### src/rtl/round_robin_lock_arbiter_pkg.sv
// Shared definitions for the round-robin lock arbiter.
// The FSM state encoding is fixed so existing netlists and probes see the same values.
package round_robin_lock_arbiter_pkg;

  typedef enum logic {
    IDLE    = 1'b0,
    GRANTED = 1'b1
  } arb_state_t;

endpackage

### src/rtl/round_robin_lock_arbiter_binary_to_onehot.sv
// Binary index to one-hot decoder.
// Any index with no matching output bit decodes to all zeros.
module binary_to_onehot
  import round_robin_lock_arbiter_pkg::*;
#(
  parameter int WIDTH_BINARY = 2,
  parameter int WIDTH_ONEHOT = 4
) (
  input  logic [WIDTH_BINARY-1:0] binary,
  output logic [WIDTH_ONEHOT-1:0] onehot
);

  always_comb begin
    onehot = '0;
    for (int unsigned i = 0; i < WIDTH_ONEHOT; i++) begin
      onehot[i] = (binary == WIDTH_BINARY'(i));
    end
  end

endmodule

### src/rtl/round_robin_lock_arbiter.sv
// Round-robin arbiter that locks the resource to one winner until release, request drop
// or hold timeout. The grant index is registered; the one-hot grant is decoded from it.
module round_robin_lock_arbiter
  import round_robin_lock_arbiter_pkg::*;
#(
  parameter int REQUESTERS  = 4,
  parameter int INDEX_WIDTH = (REQUESTERS > 1) ? $clog2(REQUESTERS) : 1,
  parameter int MAX_HOLD    = 16,
  parameter int HOLD_WIDTH  = (MAX_HOLD > 0) ? $clog2(MAX_HOLD + 1) : 1
) (
  input  logic                   clock,
  input  logic                   resetn,
  input  logic [REQUESTERS-1:0]  requests,
  input  logic [REQUESTERS-1:0]  releases,
  output logic [REQUESTERS-1:0]  grant,
  output logic                   grant_valid,
  output logic [INDEX_WIDTH-1:0] grant_index,
  output logic                   timeout
);

  localparam logic [INDEX_WIDTH-1:0] LAST_INDEX = INDEX_WIDTH'(REQUESTERS - 1);
  localparam logic [HOLD_WIDTH-1:0]  HOLD_LIMIT = HOLD_WIDTH'(MAX_HOLD);
  localparam logic [HOLD_WIDTH-1:0]  HOLD_FIRST = (MAX_HOLD != 0) ? HOLD_WIDTH'(1) : '0;

  arb_state_t               state;
  logic [INDEX_WIDTH-1:0]   pointer;
  logic [HOLD_WIDTH-1:0]    hold_count;
  logic [INDEX_WIDTH-1:0]   winner;
  logic [INDEX_WIDTH-1:0]   next_pointer;
  logic [INDEX_WIDTH-1:0]   up_index;
  logic [INDEX_WIDTH-1:0]   any_index;
  logic                     up_found;
  logic                     any_found;
  logic                     end_normal;
  logic                     end_timeout;
  logic [REQUESTERS-1:0]    index_onehot;

  // Rotate-by-pointer scan done as two masked lowest-bit searches: the first request at or
  // above the pointer wins, otherwise the lowest request overall (the wrapped part).
  always_comb begin
    up_found  = 1'b0;
    any_found = 1'b0;
    up_index  = '0;
    any_index = '0;
    for (int unsigned i = 0; i < REQUESTERS; i++) begin
      if (requests[i] && !any_found) begin
        any_found = 1'b1;
        any_index = INDEX_WIDTH'(i);
      end
      if (requests[i] && !up_found && (INDEX_WIDTH'(i) >= pointer)) begin
        up_found = 1'b1;
        up_index = INDEX_WIDTH'(i);
      end
    end
    winner = up_found ? up_index : any_index;
  end

  assign end_normal   = releases[grant_index] | ~requests[grant_index];
  assign end_timeout  = (MAX_HOLD != 0) && (hold_count == HOLD_LIMIT);
  assign next_pointer = (grant_index == LAST_INDEX) ? '0 : grant_index + 1'b1;

  always_ff @(posedge clock or negedge resetn) begin
    if (!resetn) begin
      state       <= IDLE;
      pointer     <= '0;
      hold_count  <= '0;
      grant_valid <= 1'b0;
      grant_index <= '0;
      timeout     <= 1'b0;
    end else begin
      timeout <= 1'b0;
      case (state)
        IDLE: begin
          if (|requests) begin
            state       <= GRANTED;
            grant_valid <= 1'b1;
            grant_index <= winner;
            hold_count  <= HOLD_FIRST;
          end
        end
        GRANTED: begin
          if (end_normal || end_timeout) begin
            state       <= IDLE;
            grant_valid <= 1'b0;
            grant_index <= '0;
            hold_count  <= '0;
            pointer     <= next_pointer;
            timeout     <= ~end_normal;
          end else if ((MAX_HOLD != 0) && (hold_count != HOLD_LIMIT)) begin
            hold_count <= hold_count + 1'b1;
          end
        end
        default: state <= IDLE;
      endcase
    end
  end

  binary_to_onehot #(
    .WIDTH_BINARY(INDEX_WIDTH),
    .WIDTH_ONEHOT(REQUESTERS)
  ) u_onehot (
    .binary(grant_index),
    .onehot(index_onehot)
  );

  assign grant = index_onehot & {REQUESTERS{grant_valid}};

  grant_matches_index: assert property (@(posedge clock) disable iff (!resetn)
    grant == (grant_valid ? (REQUESTERS'(1) << grant_index) : '0));

endmodule

### config.mk
export PLATFORM = sky130hd
export DESIGN_NAME = round_robin_lock_arbiter
export DESIGN_NICKNAME = d
export VERILOG_FILES = /design/src/rtl/round_robin_lock_arbiter_pkg.sv /design/src/rtl/round_robin_lock_arbiter_binary_to_onehot.sv /design/src/rtl/round_robin_lock_arbiter.sv
export SDC_FILE = /design/constraint.sdc
export NUM_CORES = 1
export LEC_CHECK = 0
export CORE_MARGIN = 8
export CORE_UTILIZATION = 48
export CTS_CLUSTER_SIZE = 12
export DETAILED_ROUTE_END_ITERATION = 10
export PLACE_DENSITY = 0.76
export SLEW_MARGIN = 20
export SYNTH_ARGS = -nofsm -noshare
export SYNTH_HDL_FRONTEND = slang
export SYNTH_SLANG_ARGS = --single-unit
### constraint.sdc
create_clock -name clock -period 2.1 [get_ports clock]
set_input_delay 0.315 -clock clock [delete_from_list [all_inputs] [get_ports clock]]
set_output_delay 0.315 -clock clock [all_outputs]
set_load 0.005 [all_outputs]
**Run 1: register map, names as in the netlist**

Other sequential cells in the stronger gray, the rest of the logic in the fainter gray.
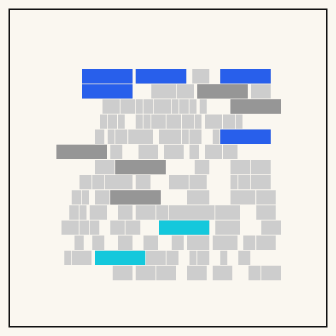
[`hold_count`] blue | flops: 5
[`pointer`] cyan | flops: 2
not colored: 5

**Run 1: met2 routing**

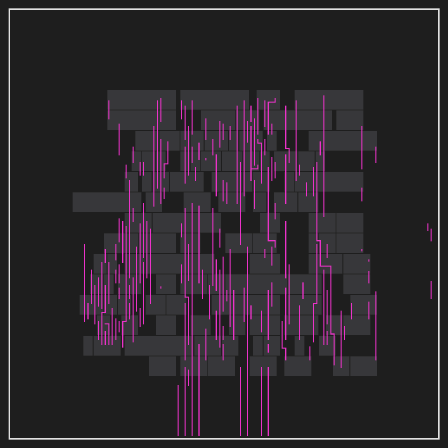
wire length on this layer: 817 um
longest straight run: 30.8 um

==> results.txt, run 1 <==
Results of the implementation run.

The post-CTS setup repair buffer count came out at 0. The clock slew seen by the registers of the worst setup and hold paths is 80 ps. The power drawn by the combinational cells is 465 uW.

Per the timing report, the achievable frequency comes out to 0.515 GHz. The antenna diode count is 0. The required time reported for the critical path endpoint came out at 1780 ps.

The synthesis-stage register bit count came out at 12. Per Yosys stat, the portion of area used by sequential elements is 0.376. Per STA, the startpoint of the critical path is grant_index[0].

The routability congestion estimate from global placement is 0.839. The number of instances in the synthesized netlist came out at 84. The total negative slack for setup checks is 0 ps.

The run finished with clean final reports. The number of endpoints with negative hold slack in the final report is 0. The port buffer count came out at 17. The leakage dissipation is 0.484 nW. Per the timing report, the biggest fanout along the worst path comes to 6. In this run the number of H-tree levels came out at 1. The setup violation total in the final timing report came out at 0. The filler cell count in the final layout is 123. The remaining routing DRC violations came out at 0. The first-pass iteration count of the detailed router came out at 4. The clock period minus worst slack is 1940 ps. The post-cts resize count is 0. In this run, synthesis inferred 0 flip-flops with an integrated enable. The count of antenna-violating nets left after detailed routing is 0. The number of nets in the layout is 127. The netlist area before placement came out at 798 um^2. TritonCTS built the clock tree. The number of cells after detailed placement came out at 122. The detail-routed via count per cell came out at 5.71. The region available for standard cell placement spans 1540 um^2. The worst setup slack for register-to-register paths came out at 350 ps. Per the detail_route log, met2 wirelength is 816 um.

The transition at the pin with the smallest max-transition slack is 564 ps. Between clock sinks in the finished design, the worst skew comes to 2.17 ps. The final cycle utilization of the critical path came out at 0.924.
**Run 1: signal wires on met1**

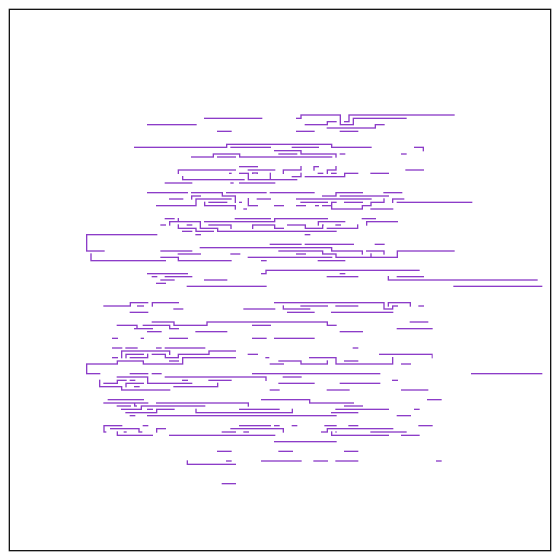
main direction: horizontal
longest straight run: 19.8 um
wire length on this layer: 911 um
nets with wire on the layer: 112
share of all routed wire: 50%

-- run 1: routing by layer --
layer / vias to the layer above / global-route usage
li1: 353 / -
met1: 353 / 0.158
met2: 12 / 0.196
met3: 2 / 0.0449
met4: 0 / 0.0302
met5: - / 0
-- run 1: cells in the final DEF, fill, tap and decap left out, drive strengths merged, types with 2 or more instances in the layout --
cell,n
clkbuf,4
nand2b,7
dfrtp,12
mux2,2
buf,6
clkdlybuf4s50,17
a21oi,4
and2,4
nor3,2
nand2,6
o21ai,4
ha,6
inv,8
nor2,5
o22ai,2
-- run 1: through the flow --
stage          worst slack [ps]  area [um^2]  hold slack (ps)
2_1_floorplan               393          798             19.4
4_1_cts                     139         1070              413
3_3_place_gp              -4.08         1030              533
5_1_grt                    36.9         1070              430
3_5_place_dp               8.62         1030              541
6_report                    160         1070              401
-- run 1: cell type report --
class                   count  area (um^2)  share of cell area
well taps                  16         20.0              0.0188
multi-input cells          63          464               0.435
clock buffers               4         36.3              0.0340
repair buffers             23          215               0.202
flip-flops and latches     12          300               0.282
inverters                   8         30.0              0.0282
-- run 1: worst max-delay path by stage --
stage	to	slack, ps	depth (start not counted)
2_1_floorplan	pointer[0]	390	4
3_3_place_gp	grant_index[1]	-4	6
3_5_place_dp	grant_index[1]	9	6
4_1_cts	grant[0]	140	4
5_1_grt	grant[0]	40	4
6_report	grant[0]	160	4
-- run 1: state kept, by name, indices dropped and copies added, names as in the netlist --
| signal | count |
|---|---|
| hold_count | 5 |
| timeout | 1 |
| grant_index | 2 |
| pointer | 2 |
| grant_valid | 1 |
| state | 1 |
-- run 1: logic make-up after synthesis --
logic type	synth area share
AND/OR/NAND/NOR	0.238
flip-flops	0.376
multiplexers	0.0690
buffers and inverters	0.0423
XOR/XNOR	0.0110
adder cells (fa/ha/maj)	0.0940
AND-OR/OR-AND	0.169
==> run 2, diff against run 1 <==
--- a/config.mk
+++ b/config.mk
@@ -7,6 +7,7 @@
 export LEC_CHECK = 0
 export CORE_MARGIN = 8
 export CORE_UTILIZATION = 48
+export CTS_BUF_LIST = sky130_fd_sc_hd__clkbuf_16
 export CTS_CLUSTER_SIZE = 12
 export DETAILED_ROUTE_END_ITERATION = 10
 export PLACE_DENSITY = 0.76
**Run 2: register map, names as in the netlist**

Other sequential cells in the stronger gray, the rest of the logic in the fainter gray.
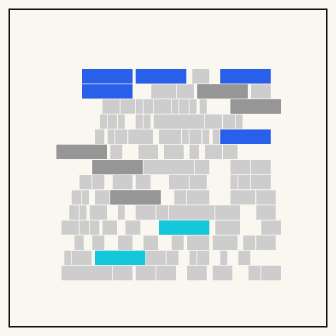
[`pointer`] cyan | flops: 2
[`hold_count`] blue | flops: 5

**Run 2: signal wires on met1**

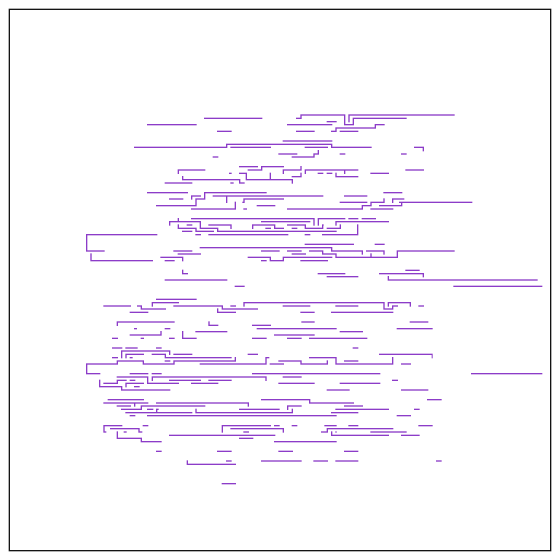
nets with wire on the layer: 110
longest straight run: 19.8 um
wire length on this layer: 884 um
main direction: horizontal
share of all routed wire: 47%

==> results.txt, run 2 <==
Results of the implementation run.

Tracing the worst setup path back leads to its startpoint at grant_index[0]. The synthesis-stage register bit count is 12 (unchanged). The final worst slack came out at 203 ps (+42.9 ps).

The clock slew seen by the registers of the worst setup and hold paths was 40 ps (-40 ps). The clock period minus worst slack is 1900 ps (-42.9 ps). The share of synthesized area occupied by flip-flops and latches is 0.376 (unchanged).

The largest fanout on the critical path was 6 (unchanged). The largest registers in the layout are hold_count (5), grant_index (2), pointer (2). The post-CTS setup repair buffer count came out at 0 (unchanged).

The setup violation total in the final timing report came out at 0 (unchanged). The count of antenna-violating nets left after detailed routing is 0 (unchanged). The netlist area before placement is 798 um^2 (unchanged). The cell area after layout came out at 1110 um^2 (+4.0%). The remaining routing DRC violations is 0 (unchanged). The combined area of the multi-input logic cells came out at 464 um^2 (unchanged).

The leakage dissipation came out at 0.502 nW (+3.6%). The run finished with clean final reports. The final clock skew is 0.873 ps (-1.30 ps). Among logic cells in the layout, the one with the most instances is sky130_fd_sc_hd__clkdlybuf4s50_1. The highest achievable clock rate is 0.527 GHz (+2.3%). The routability congestion estimate from global placement is 0.839 (unchanged).

The antenna diode count is 0 (unchanged). The first-pass iteration count of the detailed router is 4 (unchanged). The detail-routed via count per cell came out at 5.71 (-0.14%). According to the timing report, the critical path is captured at grant[0]. The number of endpoints with negative hold slack in the final report is 0 (unchanged). The worst setup slack for register-to-register paths came out at 360 ps (about the same). The pre-CTS setup slack is 8.62 ps (unchanged).
## run 2: cell type report
type / count / area share
tap: 16 / 0.0181
timing repair buffer: 23 / 0.194
sequential: 12 / 0.271
multi-input combinational: 63 / 0.419
inverter: 8 / 0.0271
clock buffer: 3 / 0.0677
clock inverter: 1 / 0.00339
## run 2: layer usage
layer,part of all wire,GRT usage,wire (um)
met1,0.47,0.152,883
met2,0.47,0.202,881
met3,0.054,0.0539,102
met4,0.013,0.0537,24
met5,0,0,0
## run 2: metrics by stage
step | TNS (ps) | hold slack [ps] | util | power (mW) | cells
after detailed placement | 0 | 541 | 0.668 | 0.897 | 122
after global placement | -4.08 | 533 | 0.668 | 0.880 | 122
after floorplan | 0 | 19.4 | - | 0.677 | 84
after CTS | 0 | 455 | 0.719 | 1.26 | 126
after global routing | 0 | 489 | 0.719 | 1.35 | 126
final | 0 | 434 | 0.719 | 1.25 | 126
## run 2: power by group
part / internal, mW / switching (mW) / leakage [nW] / total (mW)
combinational: 0.271 / 0.196 / 0.310 / 0.466
sequential: 0.302 / 0.132 / 0.153 / 0.434
clock: 0.250 / 0.0975 / 0.0385 / 0.348
total: 0.823 / 0.425 / 0.502 / 1.25
## run 2: cells by family after synthesis
logic type | Yosys count | synth area share
fa+ha+maj | 6 | 0.0940
compound gates | 19 | 0.169
simple gates | 33 | 0.238
flops | 12 | 0.376
xor+xnor | 1 | 0.0110
buf+inv | 9 | 0.0423
mux | 4 | 0.0690
## run 2: worst reg2reg max path, delay by kind of cell, from the launching register on
family	cells	cell delay (ps)
flip-flops	1	430
AND-OR/OR-AND	1	190
buffers and inverters	1	110
multiplexers	2	870
No activity file was given, so power comes from the tool's default toggle rates.
